===== config.mk =====
export PLATFORM = sky130hd
export DESIGN_NAME = addsub_seq
export DESIGN_NICKNAME = d
export VERILOG_FILES = /design/src/rtl/addsub_pkg.sv /design/src/rtl/addsub_slice.sv /design/src/rtl/addsub_seq.sv
export SDC_FILE = /design/constraint.sdc
export NUM_CORES = 1
export LEC_CHECK = 0
export CORE_ASPECT_RATIO = 1.5
export CORE_UTILIZATION = 50
export CTS_CLUSTER_SIZE = 10
export DETAILED_ROUTE_END_ITERATION = 8
export GPL_TIMING_DRIVEN = 0
export PLACE_DENSITY = 0.89
export SLEW_MARGIN = 20
export SYNTH_ARGS = -nofsm -noshare
export SYNTH_HDL_FRONTEND = slang
export SYNTH_SLANG_ARGS = --single-unit

===== constraint.sdc =====
create_clock -name clk -period 3.42 [get_ports clk]
set_input_delay 0.342 -clock clk [delete_from_list [all_inputs] [get_ports clk]]
set_output_delay 0.342 -clock clk [all_outputs]
set_load 0.02 [all_outputs]

===== src/rtl/addsub_pkg.sv =====
// Shared FSM state encoding and mode constants for the sequential add/sub unit.
package addsub_pkg;

    typedef enum logic [1:0] {
        ST_IDLE = 2'd0,
        ST_CALC = 2'd1,
        ST_DONE = 2'd2
    } state_t;

    localparam logic MODE_ADD = 1'b0;
    localparam logic MODE_SUB = 1'b1;

endpackage


===== src/rtl/addsub_slice.sv =====
// Combinational SLICE-bit adder slice; cmsb is the carry into its top bit.
module addsub_slice #(
    parameter int SLICE = 4
) (
    input  logic [SLICE-1:0] a,
    input  logic [SLICE-1:0] b,
    input  logic             cin,
    output logic [SLICE-1:0] sum,
    output logic             cout,
    output logic             cmsb
);

    assign {cout, sum} = {1'b0, a} + {1'b0, b} + {{SLICE{1'b0}}, cin};
    // Carry into the top bit recovered from that bit's sum; valid for SLICE=1 too.
    assign cmsb = sum[SLICE-1] ^ a[SLICE-1] ^ b[SLICE-1];

endmodule


===== src/rtl/addsub_seq.sv =====
// Multi-cycle two's-complement adder/subtractor: SLICE bits per cycle, LSB first,
// with valid/ready handshakes and C/V/N/Z flags.
module addsub_seq
    import addsub_pkg::*;
#(
    parameter int WIDTH = 16,
    parameter int SLICE = 4
) (
    input  logic             clk,
    input  logic             reset,
    input  logic             in_valid,
    output logic             in_ready,
    input  logic [WIDTH-1:0] a,
    input  logic [WIDTH-1:0] b,
    input  logic             m,
    output logic             out_valid,
    input  logic             out_ready,
    output logic [WIDTH-1:0] s,
    output logic             c,
    output logic             v,
    output logic             n,
    output logic             z
);

    localparam int NSLICE = WIDTH / SLICE;
    localparam int KW     = (NSLICE > 1) ? $clog2(NSLICE) : 1;
    localparam logic [KW-1:0] K_LAST = KW'(NSLICE - 1);

    state_t           state, state_nxt;
    logic [WIDTH-1:0] a_r, b_r, s_r;
    logic [KW-1:0]    k;
    logic             carry, c_r, v_r, z_r;
    logic [SLICE-1:0] sa, sb, ssum;
    logic             scout, scmsb, last;

    assign sa   = a_r[int'(k)*SLICE +: SLICE];
    assign sb   = b_r[int'(k)*SLICE +: SLICE];
    assign last = (k == K_LAST);

    addsub_slice #(.SLICE(SLICE)) u_slice (
        .a    (sa),
        .b    (sb),
        .cin  (carry),
        .sum  (ssum),
        .cout (scout),
        .cmsb (scmsb)
    );

    always_ff @(posedge clk) begin
        if (reset) state <= ST_IDLE;
        else       state <= state_nxt;
    end

    always_comb begin
        state_nxt = state;
        in_ready  = 1'b0;
        out_valid = 1'b0;
        case (state)
            ST_IDLE: begin
                in_ready = 1'b1;
                if (in_valid) state_nxt = ST_CALC;
            end
            ST_CALC: if (last) state_nxt = ST_DONE;
            ST_DONE: begin
                out_valid = 1'b1;
                if (out_ready) state_nxt = ST_IDLE;
            end
            default: state_nxt = ST_IDLE;
        endcase
    end

    always_ff @(posedge clk) begin
        if (reset) begin
            a_r   <= '0;
            b_r   <= '0;
            s_r   <= '0;
            k     <= '0;
            carry <= 1'b0;
            c_r   <= 1'b0;
            v_r   <= 1'b0;
            z_r   <= 1'b1;
        end else begin
            case (state)
                ST_IDLE: if (in_valid) begin
                    // Subtraction folds into an add of ~b with carry-in 1.
                    a_r   <= a;
                    b_r   <= b ^ {WIDTH{m == MODE_SUB}};
                    carry <= m;
                    k     <= '0;
                    z_r   <= 1'b1;
                end
                ST_CALC: begin
                    s_r[int'(k)*SLICE +: SLICE] <= ssum;
                    carry <= scout;
                    z_r   <= z_r & (ssum == '0);
                    if (last) begin
                        c_r <= scout;
                        v_r <= scmsb ^ scout;
                    end else begin
                        k <= k + 1'b1;
                    end
                end
                default: ;
            endcase
        end
    end

    assign s = s_r;
    assign c = c_r;
    assign v = v_r;
    assign n = s_r[WIDTH-1];
    assign z = z_r;

endmodule


Fig. 1: cell placement
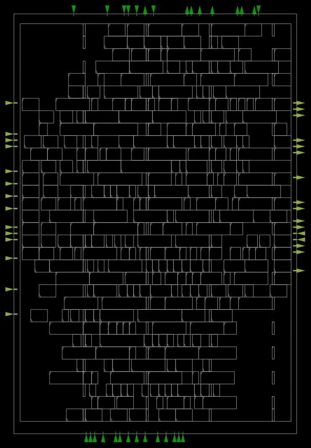
# fillers: 392
row count: 32
tapcell count: 68
Seq/total area: 0.324
fin util: 0.670

==> flow_summary.json <==
{
  "synthMuxAreaShare": 0.0752,
  "grt_max_degree": 18,
  "clkbuf_count": 6,
  "logic_area_mm2": 0.00143,
  "period_minus_slack_ns": 3.05,
  "root_buffer": "clkbuf_8",
  "vias_per_cell": 5.47,
  "io_pins": 59,
  "grt_overflow": 0,
  "synth_cell_types": 38,
  "tns_ns": 0,
  "cts-hold-fix-buffers": 0,
  "async_flop_share": 0,
  "min_path_type": "in -> reg",
  "clock_area_frac": 0.0351,
  "final-max-slew-violation-count": 0,
  "dp_hpwl_mm": 4.45,
  "gp_congestion": 0.859,
  "startpoint": "k[0]",
  "maxPowerGroup": "registers",
  "chip_area_mm2": 0.00569,
  "setup_slack_ns": 0.369,
  "synth-edff-count": 0,
  "route.detailed.drc": 0,
  "powerSeq_uw": 709,
  "grt_pass1_wl_mm": 10.1,
  "setup_viol": 0,
  "synth_warnings": 0,
  "final_cell_area_mm2": 0.00346,
  "top_area_frac": 0.416,
  "worst_ep_required_time_ns": 3.67,
  "crit_buf_inv": 1,
  "critPathLaunchType": "register",
  "port_buffers": 56,
  "run_status": "completed",
  "crit_type": "reg -> reg",
  "p_sw_uw": 400,
  "met2_length_mm": 3.35,
  "whs_ns": 0.271,
  "flops": 56,
  "buf_share": 0.195,
  "dp.cells": 417,
  "finalClockSkew_ns": 0.00585,
  "worst-path-stages": 8,
  "pwr-share-clk": 0.314,
  "power_mw": 1.46,
  "pwr-share-comb": 0.202,
  "diodes": 0,
  "antenna_found_initial": 0,
  "ant_nets": 0,
  "rrSetupSlack_ns": 0.37,
  "r2r_cells": 8,
  "cap_violations": 0,
  "finalHoldViolCount": 0,
  "clk-power_uw": 459,
  "drt_iter0_drc": 149,
  "ys_sh_aoi": 0.169,
  "p_sw_frac": 0.273,
  "dr.max_layer_used": "met4",
  "cts_resized": 0,
  "critPathMaxFanout": 10,
  "routed-wl-met3_um": 305,
  "placedInstanceArea_mm2": 0.00334,
  "top_usage_layer": "met2",
  "grt_usage": 0.238,
  "endpoint": "z",
  "synth.area.top_cells": "dfxtp_1, mux4_1, nand2_1",
  "dieWidth_um": 61.9,
  "cts_max_level": 2,
  "final_cell_mix": "dfxtp_1, clkdlybuf4s50_1, nand2_1",
  "grt_use_met1": 0.257,
  "cts_buffer_depth": 2,
  "cellPowerDensity_mw_per_mm2": 423,
  "finalNonFillerCells": 425,
  "drive_gt1_frac": 0.0672,
  "leakage_nw": 1.30,
  "syn2layout_area_growth_pct": 28.5,
  "comb_area_frac": 0.412,
  "synthesis.nets": 341,
  "cp-end-kind": "register",
  "cts_tree": "done",
  "n_all_buffers": 75,
  "drt_wl_total_mm": 6.14,
  "vias": 2326,
  "pre_cts_ws_ns": 0.414,
  "cp_top_family": "simple AND/OR/NAND/NOR gates",
  "fp_util": 0.522,
  "num-multi-input-gates": 209,
  "peakVddDrop_mv": 0.261,
  "fin_crit_sh": 0.892,
  "wl_met1_mm": 2.35,
  "seqCellArea_mm2": 0.00112,
  "cts-buffers-inserted": 5,
  "ys_chip_area_mm2": 0.00270,
  "min_to": "b_r[1]",
  "yosysTopAreaCell": "dfxtp_1",
  "clk_pin_slew_ns": 0.10,
  "min_path_cells": 2,
  "ys.flops": 56,
  "largest_cell_class": "logic gates"
}
Fig. 2: sequential cells grouped by signal name
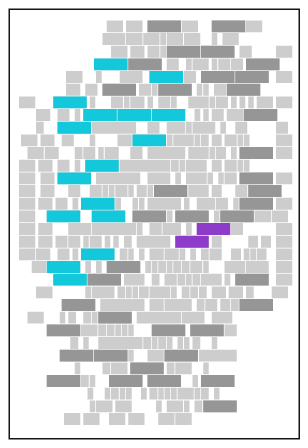
| name in the netlist | colour | sequential cells |
|---|---|---|
| `b_r` | cyan | 16 |
| `state` | purple | 2 |
not coloured: 38

No activity file was given, so power comes from the tool's default toggle rates.
